`src/rtl/seg7_ctrl_pkg.sv`:
```
// seg7_ctrl_pkg: shared FSM state type and hex-to-segment table for the 7-segment counter
package seg7_ctrl_pkg;

    typedef enum logic {HOLD = 1'b0, RUN = 1'b1} state_t;

    // Active-high segments, bit0=a .. bit6=g, indexed by hex digit
    localparam logic [15:0][6:0] SEG_TAB = {
        7'h71, 7'h79, 7'h5E, 7'h39, 7'h7C, 7'h77, 7'h6F, 7'h7F,
        7'h07, 7'h7D, 7'h6D, 7'h66, 7'h4F, 7'h5B, 7'h06, 7'h3F
    };

endpackage

```
`src/rtl/seg7_count_ctrl_if.sv`:
```
// seg7_count_ctrl_if: control inputs and display outputs of the 7-segment counter
interface seg7_count_ctrl_if #(parameter int PRESCALE_W = 16);

    logic                  ena;
    logic                  run_i;
    logic                  step_i;
    logic                  load_i;
    logic [3:0]            load_val;
    logic [3:0]            term_val;
    logic [PRESCALE_W-1:0] prescale;
    logic [3:0]            digit_o;
    logic [6:0]            seg_o;
    logic                  dp_o;
    logic                  wrap_o;

    modport master (
        output ena, run_i, step_i, load_i, load_val, term_val, prescale,
        input  digit_o, seg_o, dp_o, wrap_o
    );

    modport slave (
        input  ena, run_i, step_i, load_i, load_val, term_val, prescale,
        output digit_o, seg_o, dp_o, wrap_o
    );

endinterface

```
`src/rtl/seg7_decoder.sv`:
```
// seg7_decoder: combinational hex digit to active-high 7-segment pattern
module seg7_decoder
    import seg7_ctrl_pkg::*;
(
    input  logic [3:0] digit,
    output logic [6:0] seg
);

    assign seg = SEG_TAB[digit];

endmodule

```
`src/rtl/seg7_count_ctrl.sv`:
```
// seg7_count_ctrl: RUN/HOLD hex digit counter with prescaled tick, step button and 7-seg output.
// Optional macro SEG7_CTRL_DEBOUNCE_EN adds a DEB_CYCLES stability filter on the step button.
module seg7_count_ctrl
    import seg7_ctrl_pkg::*;
#(
    parameter int PRESCALE_W = 16,
    parameter int DEB_CYCLES = 4
)(
    input logic clk,
    input logic rst_n,
    seg7_count_ctrl_if.slave bus
);

    state_t                state;
    logic [PRESCALE_W-1:0] pc;
    logic [3:0]            digit;
    logic                  wrap;
    logic                  dp;
    logic                  s1, s2, s3;
    logic                  step_p;
    logic                  tick;
    logic                  adv;
    logic                  at_term;
    logic [6:0]            seg;

`ifdef SEG7_CTRL_DEBOUNCE_EN
    localparam int CW = $clog2(DEB_CYCLES + 1);
    logic          db;
    logic [CW-1:0] cnt;

    // Synchronize the button, accept a new level only after DEB_CYCLES stable cycles
    always_ff @(posedge clk or negedge rst_n) begin
        if (!rst_n) begin
            s1  <= 1'b0;
            s2  <= 1'b0;
            s3  <= 1'b0;
            db  <= 1'b0;
            cnt <= '0;
        end else if (bus.ena) begin
            s1 <= bus.step_i;
            s2 <= s1;
            s3 <= db;
            if (s2 != db) begin
                if (cnt == CW'(DEB_CYCLES - 1)) begin
                    db  <= s2;
                    cnt <= '0;
                end else begin
                    cnt <= cnt + 1'b1;
                end
            end else begin
                cnt <= '0;
            end
        end
    end

    assign step_p = db & ~s3;
`else
    // Two-flop synchronizer plus a delay flop for rising-edge detection
    always_ff @(posedge clk or negedge rst_n) begin
        if (!rst_n) begin
            s1 <= 1'b0;
            s2 <= 1'b0;
            s3 <= 1'b0;
        end else if (bus.ena) begin
            s1 <= bus.step_i;
            s2 <= s1;
            s3 <= s2;
        end
    end

    assign step_p = s2 & ~s3;
`endif

    assign tick    = (state == RUN) && (pc == bus.prescale);
    assign adv     = (state == RUN) ? tick : step_p;
    assign at_term = digit >= bus.term_val;

    // RUN/HOLD FSM with prescaler, digit counter and registered wrap/dp outputs
    always_ff @(posedge clk or negedge rst_n) begin
        if (!rst_n) begin
            state <= HOLD;
            pc    <= '0;
            digit <= 4'd0;
            wrap  <= 1'b0;
            dp    <= 1'b0;
        end else if (!bus.ena) begin
            wrap <= 1'b0;
        end else begin
            state <= bus.run_i ? RUN : HOLD;
            dp    <= bus.run_i;
            pc    <= (state == HOLD || bus.load_i || tick) ? '0 : pc + 1'b1;
            if (bus.load_i) begin
                digit <= bus.load_val;
                wrap  <= 1'b0;
            end else if (adv) begin
                digit <= at_term ? 4'd0 : digit + 4'd1;
                wrap  <= at_term;
            end else begin
                wrap <= 1'b0;
            end
        end
    end

    seg7_decoder u_dec (
        .digit (digit),
        .seg   (seg)
    );

    assign bus.digit_o = digit;
    assign bus.seg_o   = seg;
    assign bus.dp_o    = dp;
    assign bus.wrap_o  = wrap;

endmodule
```
`src/flat_wrapper.sv`:
```
// flat-port wrapper written by rule: the top's interface ports become plain ports
module seg7_count_ctrl_flat import seg7_ctrl_pkg::*;
#(
    parameter int PRESCALE_W = 16,
    parameter int DEB_CYCLES = 4
)
  (clk, rst_n, bus_ena, bus_run_i, bus_step_i, bus_load_i, bus_load_val, bus_term_val, bus_prescale, bus_digit_o, bus_seg_o, bus_dp_o, bus_wrap_o);
  seg7_count_ctrl_if #(.PRESCALE_W(PRESCALE_W)) bus_i ();
  input logic clk;
  input logic rst_n;
  input wire logic [$bits(bus_i.ena)-1:0] bus_ena;
  input wire logic [$bits(bus_i.run_i)-1:0] bus_run_i;
  input wire logic [$bits(bus_i.step_i)-1:0] bus_step_i;
  input wire logic [$bits(bus_i.load_i)-1:0] bus_load_i;
  input wire logic [$bits(bus_i.load_val)-1:0] bus_load_val;
  input wire logic [$bits(bus_i.term_val)-1:0] bus_term_val;
  input wire logic [$bits(bus_i.prescale)-1:0] bus_prescale;
  output wire logic [$bits(bus_i.digit_o)-1:0] bus_digit_o;
  output wire logic [$bits(bus_i.seg_o)-1:0] bus_seg_o;
  output wire logic [$bits(bus_i.dp_o)-1:0] bus_dp_o;
  output wire logic [$bits(bus_i.wrap_o)-1:0] bus_wrap_o;
  assign bus_i.ena = bus_ena;
  assign bus_i.run_i = bus_run_i;
  assign bus_i.step_i = bus_step_i;
  assign bus_i.load_i = bus_load_i;
  assign bus_i.load_val = bus_load_val;
  assign bus_i.term_val = bus_term_val;
  assign bus_i.prescale = bus_prescale;
  assign bus_digit_o = bus_i.digit_o;
  assign bus_seg_o = bus_i.seg_o;
  assign bus_dp_o = bus_i.dp_o;
  assign bus_wrap_o = bus_i.wrap_o;
  seg7_count_ctrl #(.PRESCALE_W(PRESCALE_W), .DEB_CYCLES(DEB_CYCLES)) u_core (.clk(clk), .rst_n(rst_n), .bus(bus_i));
endmodule
```
`config.mk`:
```
export PLATFORM = sky130hd
export DESIGN_NAME = seg7_count_ctrl_flat
export DESIGN_NICKNAME = d
export VERILOG_FILES = /design/src/rtl/seg7_ctrl_pkg.sv /design/src/rtl/seg7_count_ctrl_if.sv /design/src/rtl/seg7_decoder.sv /design/src/rtl/seg7_count_ctrl.sv /design/src/flat_wrapper.sv
export SDC_FILE = /design/constraint.sdc
export NUM_CORES = 1
export LEC_CHECK = 0
export CAP_MARGIN = 20
export CORE_MARGIN = 2
export CORE_UTILIZATION = 25
export DETAILED_ROUTE_END_ITERATION = 10
export PLACE_DENSITY = 0.58
export SKIP_CTS_REPAIR_TIMING = 1
export SYNTH_ARGS = -nofsm -noshare
export SYNTH_HDL_FRONTEND = slang
export SYNTH_SLANG_ARGS = --single-unit
```
`constraint.sdc`:
```
create_clock -name clk -period 2.1 [get_ports clk]
set_input_delay 0.42 -clock clk [delete_from_list [all_inputs] [get_ports clk]]
set_output_delay 0.42 -clock clk [all_outputs]
set_load 0.01 [all_outputs]
```
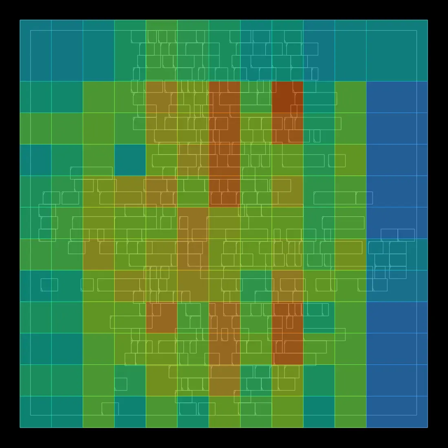
(images/final_congestion.png)
Overall Global Routing Usage: 11.4%
GR Layer Usage met1: 16.3%
final standard cell utilization of the core: 37.8%

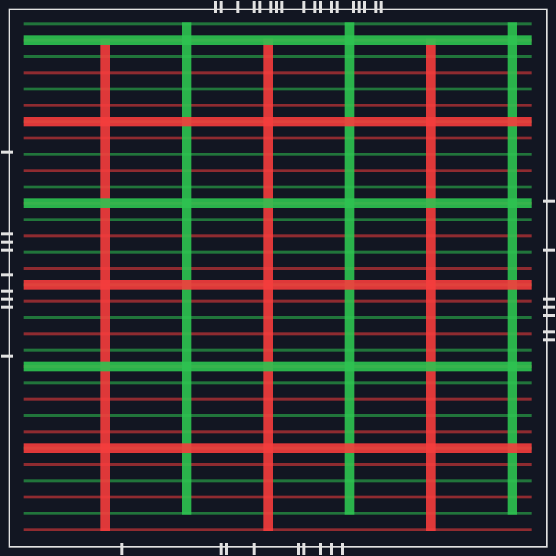
(images/pdn.png)
Scale: 6 px per um. Pins as bars on the die edge.
- green: VDD
- red: VSS
- rows: 31
- met1 rails: 32
- met4 straps: 6
- signal pins: 43
- met5 straps: 6

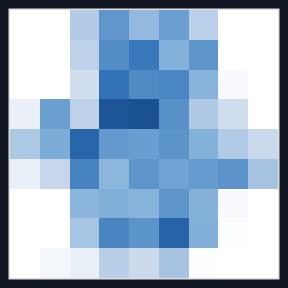
(images/density.png)
Scale: 3 px per um. The die is cut into 9 by 9 equal tiles; white is low, dark blue is high, 0 to 100% covered.
- nearly empty tiles: 28%
- fullest tile: 87%
- emptiest ninth of the die: top left
- mean over tiles: 32%

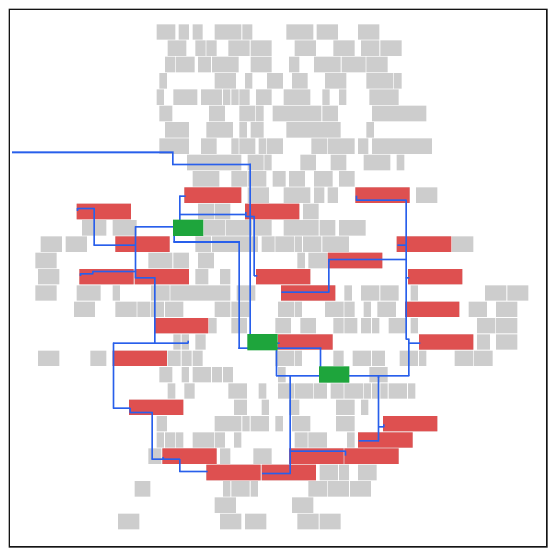
(images/clock_map.png)
Scale: 6 px per um.
- blue: clock wires (length 401 um)
- red: flip-flops (count 25)
- green: cells driving clock nets (count 3)
- routed clock nets: 4

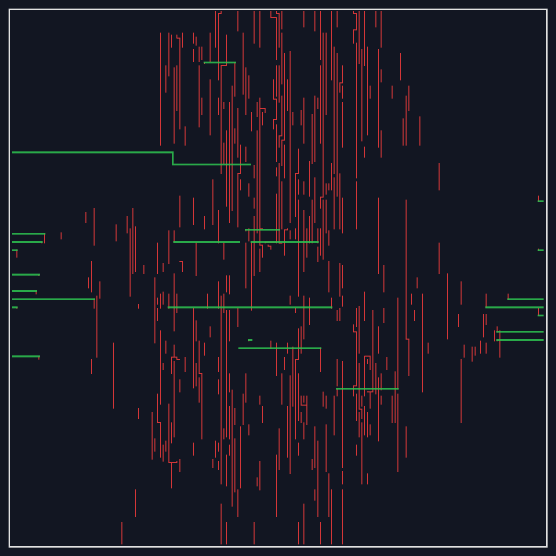
(images/metal_stack.png)
Scale: 6 px per um. Only two layers are drawn.
- red: met2 (wire length 2,050 um)
- green: met3 (wire length 195 um)

==> impl_metrics.py <==
# Auto-generated metrics
metrics = {
    "outcome": {
        "outcome": "finished with violations",
        "violations_in_the_final_reports": "setup timing",
    },
    "global_route": {
        "globalRouteMet2Util_pct": 17.1,
        "first_global_vias": 1507,
    },
    "flow_run": {
        "maxcap_violations": 0,
        "warnings": 34,
    },
    "synthesis": {
        "ys_chip_area_um2": 1820,
        "ys_seq_elements": 25,
        "synthDistinctLibCells": 42,
        "synth_area_leader_cell": "dfrtp_1",
        "postSynth.topFlopCell": "dfrtp_1",
        "syn_inst": 199,
        "synthAoiAreaFrac_pct": 14.3,
        "post_synth_xor_area_fraction_pct": 11.5,
        "synth.yosys.num_cells": 199,
    },
    "sta": {
        "fin_hold_ws_ps": 507,
        "worst_slack_ps": -79.0,
        "worst_clock_skew_ps": 1.86,
        "rsz0062_at_grt": "true",
        "post-route-min-period_ps": 2180,
        "period_used_pct": 104,
        "slew-limit-headroom_pct": 78.3,
        "finalMaxSlewViolations": 0,
        "finalSetupViolCount": 2,
    },
    "power_and_ir_drop": {
        "pwr_density_cell_nw_per_um2": 828,
        "peakVddDrop_v": 0.000254,
        "power.static_leakage_nw": 1.12,
    },
    "worst_setup_path": {
        "timing.critical_path.max_delay_family": "multiplexers",
        "crit-reg2reg-capture": "u_core.bus.digit_o[3]",
        "ordered_cell_list_for_the_critical_path": "buf_4, buf_4, ha_4, mux4_2, inv_2, buf_6",
        "reg2reg_slack_ps": -10,
        "critical_path.max_fanout": 4,
        "worst-endpoint-arrival_ps": 1760,
        "critical_path_depth": 6,
    },
    "clock_tree": {
        "bufs_on_longest_clock_path": 2,
        "cts.reportedPaths.clkPinSlew_ps": 90,
        "cts_tree": "built",
        "htreeDepth": 1,
    },
    "route": {
        "drtIter0Drc": 111,
        "met1_length_um": 2110,
        "drt_first_pass_iters": 4,
        "finalWirelength_um": 4400,
    },
    "cells_and_area": {
        "comb_area_um2": 1220,
        "final_area_um2": 2700,
        "drive_above_1_share_pct": 24.9,
    },
    "placed_design": {
        "dpl_worst_slack_ps": -396,
        "detailed_place.area_um2": 2520,
        "placement.io_buffers": 42,
    },
    "floorplanning": {
        "fp-utilization_pct": 25.5,
        "core-area_um2": 7140,
    },
}
==> power by group <==
group | internal (mW) | total, mW | switching, mW | leakage [nW]
logic | 0.736 | 1.37 | 0.632 | 0.763
clock network | 0.136 | 0.292 | 0.156 | 0.0228
registers | 0.528 | 0.572 | 0.0445 | 0.332
==> sequential cells by signal (all words and copies together), names as in the netlist <==
| register | count |
|---|---|
| u_core.s2 | 1 |
| u_core.bus.digit_o | 4 |
| u_core.bus.wrap_o | 1 |
| u_core.s3 | 1 |
| u_core.bus.dp_o | 1 |
| u_core.pc | 16 |
| u_core.s1 | 1 |
==> final cells by class <==
class | count | share of cell area [%]
Sequential cell | 25 | 23.2
Tap cell | 99 | 4.59
Timing Repair Buffer | 70 | 23.0
Clock buffer | 4 | 1.67
Multi-Input combinational cell | 150 | 45.2
Inverter | 16 | 2.23
No activity file was given, so power comes from the tool's default toggle rates.
